## src/rtl/round_clip_pipe_pkg.sv

```systemverilog
// Shared DSP constants: rounding-mode selectors and the saturation counter width.
package round_clip_pipe_pkg;
   localparam int RND_TRUNC     = 0;
   localparam int RND_HALF_UP   = 1;
   localparam int RND_HALF_EVEN = 2;
   localparam int CLIP_CNT_W    = 16;
endpackage

```

## src/rtl/round_half_even.sv

```systemverilog
// Combinational rounding of a signed sample by DROP LSBs; result is one bit wider
// than the kept field so a round-up at the positive limit cannot wrap.
module round_half_even
   import round_clip_pipe_pkg::*;
#(
   parameter int W_IN = 18,
   parameter int DROP = 4,
   parameter int MODE = RND_HALF_EVEN
) (
   input  logic signed [W_IN-1:0]    din,
   output logic signed [W_IN-DROP:0] dout
);
   localparam int WR = W_IN - DROP + 1;

   logic signed [WR-1:0] trunc;
   logic [DROP:0]        frac_z;
   logic                 half_bit;
   logic                 sticky;
   logic                 rnd_up;

   always_comb begin
      trunc    = {din[W_IN-1], din[W_IN-1:DROP]};
      // Appending a zero keeps the sticky slice legal even when DROP == 1.
      frac_z   = {din[DROP-1:0], 1'b0};
      half_bit = frac_z[DROP];
      sticky   = |frac_z[DROP-1:0];
      case (MODE)
         RND_TRUNC:   rnd_up = 1'b0;
         RND_HALF_UP: rnd_up = half_bit;
         default:     rnd_up = half_bit & (sticky | trunc[0]);
      endcase
      dout = trunc + {{(WR-1){1'b0}}, rnd_up};
   end
endmodule

```

## src/rtl/round_clip_pipe.sv

```systemverilog
// Two-stage round (S1) and saturate (S2) pipeline with AXI-stream style handshakes
// and a saturating count of clipped samples that leave the block.
module round_clip_pipe
   import round_clip_pipe_pkg::*;
#(
   parameter int WIDTH_IN  = 18,
   parameter int WIDTH_OUT = 12,
   parameter int CLIP_BITS = 2
) (
   input  logic                         clk,
   input  logic                         rst_n,
   input  logic signed [WIDTH_IN-1:0]   in_tdata,
   input  logic                         in_tvalid,
   input  logic                         in_tlast,
   output logic                         in_tready,
   output logic signed [WIDTH_OUT-1:0]  out_tdata,
   output logic                         out_tvalid,
   output logic                         out_tlast,
   input  logic                         out_tready,
   input  logic                         clear_count,
   output logic [CLIP_CNT_W-1:0]        clip_count
);
   // DROP must be >= 1 for the rounding stage to be meaningful.
   localparam int DROP   = WIDTH_IN - WIDTH_OUT - CLIP_BITS;
   localparam int WR     = WIDTH_IN - DROP + 1;
   localparam int STAGES = 2;

   localparam logic signed [WR-1:0] MAXV = {{(WR-WIDTH_OUT+1){1'b0}}, {(WIDTH_OUT-1){1'b1}}};
   localparam logic signed [WR-1:0] MINV = {{(WR-WIDTH_OUT+1){1'b1}}, {(WIDTH_OUT-1){1'b0}}};
   localparam logic [WIDTH_OUT-1:0] MAX_OUT = {1'b0, {(WIDTH_OUT-1){1'b1}}};
   localparam logic [WIDTH_OUT-1:0] MIN_OUT = {1'b1, {(WIDTH_OUT-1){1'b0}}};
   localparam logic [CLIP_CNT_W-1:0] CNT_MAX = {CLIP_CNT_W{1'b1}};

   logic [STAGES:1]          vld_pipe;
   logic signed [WR-1:0]     rnd;
   logic signed [WR-1:0]     s1_data;
   logic                     s1_last;
   logic [WIDTH_OUT-1:0]     s2_data;
   logic                     s2_last;
   logic                     s2_clip;
   logic [CLIP_CNT_W-1:0]    clip_cnt;
   logic                     s1_rdy, s2_rdy, out_xfer;
   logic                     sat_hi, sat_lo;
   logic [WIDTH_OUT-1:0]     sat_val;

   round_half_even #(.W_IN(WIDTH_IN), .DROP(DROP), .MODE(RND_HALF_EVEN)) u_rnd (
      .din  (in_tdata),
      .dout (rnd)
   );

   // A stage may load when it is empty or its content moves on this cycle.
   assign s2_rdy    = !vld_pipe[2] | out_tready;
   assign s1_rdy    = !vld_pipe[1] | s2_rdy;
   assign in_tready = s1_rdy;
   assign out_xfer  = vld_pipe[2] & out_tready;

   always_comb begin
      sat_hi  = s1_data > MAXV;
      sat_lo  = s1_data < MINV;
      sat_val = s1_data[WIDTH_OUT-1:0];
      if (sat_hi)      sat_val = MAX_OUT;
      else if (sat_lo) sat_val = MIN_OUT;
   end

   always_ff @(posedge clk or negedge rst_n) begin
      if (!rst_n) begin
         vld_pipe <= '0;
         s1_data  <= '0;
         s1_last  <= 1'b0;
         s2_data  <= '0;
         s2_last  <= 1'b0;
         s2_clip  <= 1'b0;
      end else begin
         if (s1_rdy) begin
            vld_pipe[1] <= in_tvalid;
            if (in_tvalid) begin
               s1_data <= rnd;
               s1_last <= in_tlast;
            end
         end
         if (s2_rdy) begin
            vld_pipe[2] <= vld_pipe[1];
            if (vld_pipe[1]) begin
               s2_data <= sat_val;
               s2_last <= s1_last;
               s2_clip <= sat_hi | sat_lo;
            end
         end
      end
   end

   // A clear landing on a counted transfer still records that transfer.
   always_ff @(posedge clk or negedge rst_n) begin
      if (!rst_n) begin
         clip_cnt <= '0;
      end else if (out_xfer && s2_clip) begin
         if (clear_count)           clip_cnt <= CLIP_CNT_W'(1);
         else if (clip_cnt != CNT_MAX) clip_cnt <= clip_cnt + CLIP_CNT_W'(1);
      end else if (clear_count) begin
         clip_cnt <= '0;
      end
   end

   assign out_tdata  = s2_data;
   assign out_tvalid = vld_pipe[2];
   assign out_tlast  = s2_last;
   assign clip_count = clip_cnt;
endmodule

```

## config.mk

```make
export PLATFORM = sky130hd
export DESIGN_NAME = round_clip_pipe
export DESIGN_NICKNAME = d
export VERILOG_FILES = /design/src/rtl/round_clip_pipe_pkg.sv /design/src/rtl/round_half_even.sv /design/src/rtl/round_clip_pipe.sv
export SDC_FILE = /design/constraint.sdc
export NUM_CORES = 1
export LEC_CHECK = 0
export CORE_MARGIN = 5
export CORE_UTILIZATION = 50
export DETAILED_ROUTE_END_ITERATION = 8
export GPL_TIMING_DRIVEN = 0
export PLACE_DENSITY = 0.88
export SYNTH_ARGS = -nofsm -noshare
export SYNTH_HDL_FRONTEND = slang
export SYNTH_SLANG_ARGS = --single-unit
```

## constraint.sdc

```tcl
create_clock -name clk -period 2.5 [get_ports clk]
set_input_delay 0.75 -clock clk [delete_from_list [all_inputs] [get_ports clk]]
set_output_delay 0.75 -clock clk [all_outputs]
set_load 0.01 [all_outputs]
```

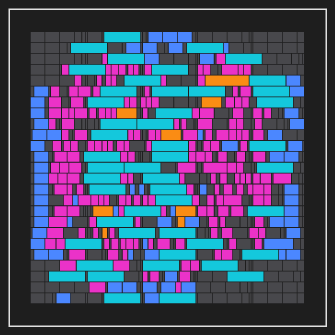
**Above:** placement by cell class.
(4 px per µm) Fill, decap, tap and diode cells in gray.
class	color	cells
clock drivers and dummy loads	orange	8
flip-flops	cyan	48
all other logic	magenta	191
other buffers and delay cells	blue	66
Core Util, Final: 66.3%
row cnt: 25
Seq/total area: 38.9%
Core Area: 4660 µm²
post-route cell area: 3090 µm²

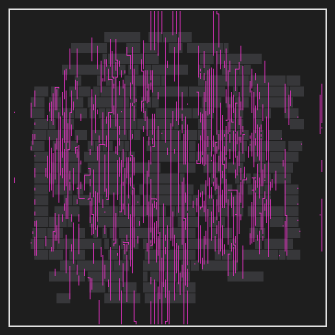
**Above:** metal 2.
(4 px per µm) Cells faint in the background.
nets with wire on the layer	291
wire length on this layer	2730 µm
longest straight run	43.5 µm
GR Util met2: 33.7%
routed wire length: 5230 µm

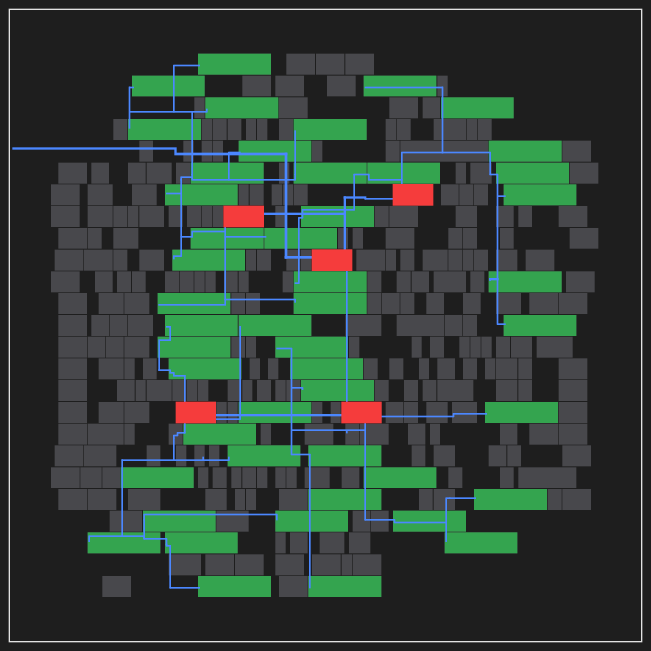
**Above:** routed clock nets over the placement.
(8 px per µm)
[cells driving clock nets] red | count: 5
[clock wires] blue | length: 526 µm
[flip-flops] green | count: 48
routed clock nets	6
Layout Skew: 0.00431 ns
Clock Power: 0.544 mW

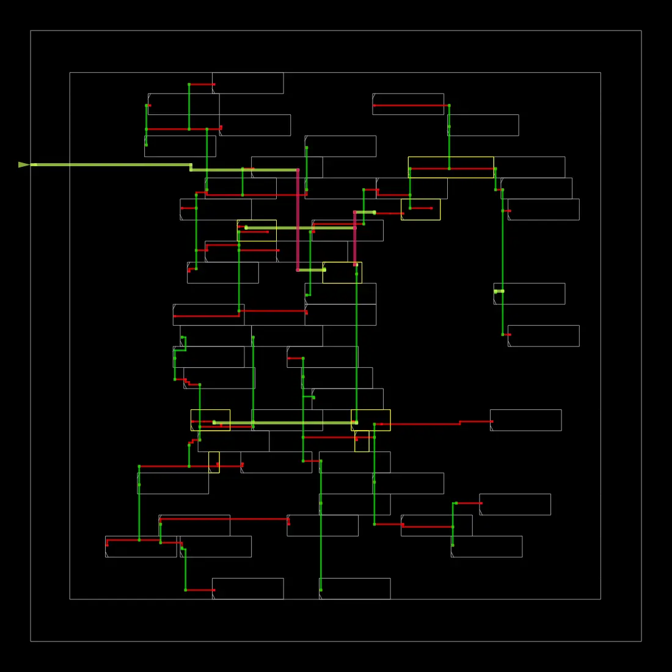
**Above:** the clock network.
clock buffer count: 6
seq_cells: 48
Sink Count: 48

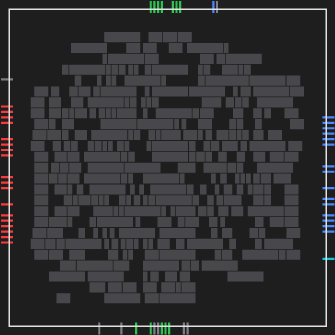
**Above:** pin map.
(4 px per µm) Pins as bars across the die edge, other pins in gray.
port	color	pins	direction	edge
in_tdata	red	18	input	left
rst_n	cyan	1	input	right
clip_count	blue	16	output	15 right, 1 top
out_tdata	green	12	output	7 top, 5 bottom
all pins by edge	19 left, 16 right, 11 bottom, 9 top
Die Y: 78.9 µm
# port buffers: 53
die width: 78.9 µm

==> flow_summary.toml <==
# physical design summary
[yosys]
yosys.stat.seqShare_pct = 50.7
synth_flops = 48
synthTopCellsByArea = "dfrtp_1 (51%), o21ai_0 (6.3%), nand2_1 (5.5%), nand3_1 (3.4%), xor2_1 (3.3%)"
yosysChipArea_um2 = 2370
simple_gate_area_share_pct = 24.7
synth_area_um2 = 2370
flop_cell = "dfrtp_1"
postSynth.asyncResetShare_pct = 100
ys_sh_mux_pct = 3.69
synthCells = 251
ys_warn_count = 0
ys_sh_xor_pct = 4.43
top_cell = "dfrtp_1"
yosys.area.top_type_share_pct = 50.7
top_area_cell = "dfrtp_1"

[cts]
htreeDepth = 2
cts_tree = "yes"
clkTransAtPathRegs_ns = 0.08
postCtsHoldBufs = 0
post_cts_buffers = 0

[timing]
finalClockPeriodUsage_pct = 97.7
finalSetupViolations = 0
finalCriticalPeriod_ns = 2.44
worst_pin_slew_ns = 0.841
hold_violations = 0
max_slew_margin_pct = 43.4
fmax_mhz = 409

[finish]
layout.cells.most_common = "clkdlybuf4s50_1"
drive_gt1_share_pct = 6.39
syn_to_final_growth_pct = 30.3
antenna_cells = 0
mostFrequentLayoutCells = "clkdlybuf4s50_1 (51), dfrtp_1 (48), nand2_1 (35)"
final_cells = 367

[grt]
grt_max_degree = 40
grt_pass1_wl_um = 9110
overflow = 0
antenna_found_initial = 0
grt_pass1_vias = 2111

[worst_setup_path]
reg2reg_depth = 5
endpoint = "in_tready"
rrSetupSlack_ns = 0.44
worst_setup_path_end_kind = "output port"
reg2reg_from = "clip_count[0]"
worstSetupPathType = "in2out"
critPathRequiredTime_ns = 1.75
crit_path_start_kind = "input port"

[power]
power_density_nw_per_um2 = 623
p_seq_share_pct = 49.6
power.internal_mw = 1.41
comb_power_share_pct = 22.2
p_sw_mw = 0.520

[job]
cap_violations = 0

[drt]
drtPass1Iterations = 4
drc = 0
drt_iter0_markers = 67
vias = 2075
via_per_inst = 5.65

[floorplanning]
io-pin-count = 55
fp_util_pct = 50.9
die-area_um2 = 6220

[placement]
dp_hpwl_um = 4080

[run_status]
status = "completed"
## layer usage
metal	vias to the layer above	GRT usage (%)	share of wire, %
met3	9	4.76	5.7
met1	984	20.4	41
met4	0	5.50	1.1
li1	1021	-	-
met2	61	33.7	52
met5	-	0	0
## timing repair
action | CTS | global route
gates resized | 1 | 0
endpoints found under the hold margin | 0 | 0
endpoints found under the setup margin | 1 | 0
## power groups by stage
stage                     logic, mW  registers, mW  clock network (mW)
after floorplan               0.166          0.983                   0
after global placement        0.416          0.964                   0
after detailed placement      0.433          0.970                   0
after CTS                     0.434          0.954               0.560
after global routing          0.475          0.968               0.593
final                         0.427          0.955               0.544
## stage by stage
step | hold WS [ns] | worst slack (ns) | TNS (ns) | util (%) | total power, mW
2_1_floorplan | 0.451 | 0.675 | 0 | - | 1.15
6_report | 0.311 | 0.0569 | 0 | 66.3 | 1.93
4_1_cts | 0.308 | 0.0538 | 0 | 66.3 | 1.95
5_1_grt | 0.307 | 0.0134 | 0 | 66.3 | 2.04
3_3_place_gp | 0.464 | -0.588 | -28.30 | 63.7 | 1.38
3_5_place_dp | 0.471 | -0.192 | -0.192 | 64.0 | 1.40
## registers in the layout, indices dropped and copies added, names as in the netlist
| name | count |
|---|---|
| s1_data | 15 |
| vld_pipe | 2 |
| out_tlast | 1 |
| s2_clip | 1 |
| out_tdata | 12 |
| clip_count | 16 |
| s1_last | 1 |
## worst max-delay path: stages
cell and delay, ns:
clkdlybuf4s50_1 0.43, nand3b_1 0.20, dlygate4sd2_1 0.31
## layout make-up
cell class	count	area [µm²]
Fill cell	372	1570
Sequential cell	48	1200
Multi-Input combinational cell	190	1110
Timing Repair Buffer	54	544
Clock buffer	6	72.6
Tap cell	54	67.6
Buffer	12	53.8
Clock inverter	2	35.0
Inverter	1	3.75
Power is estimated from default activity; no workload was simulated.
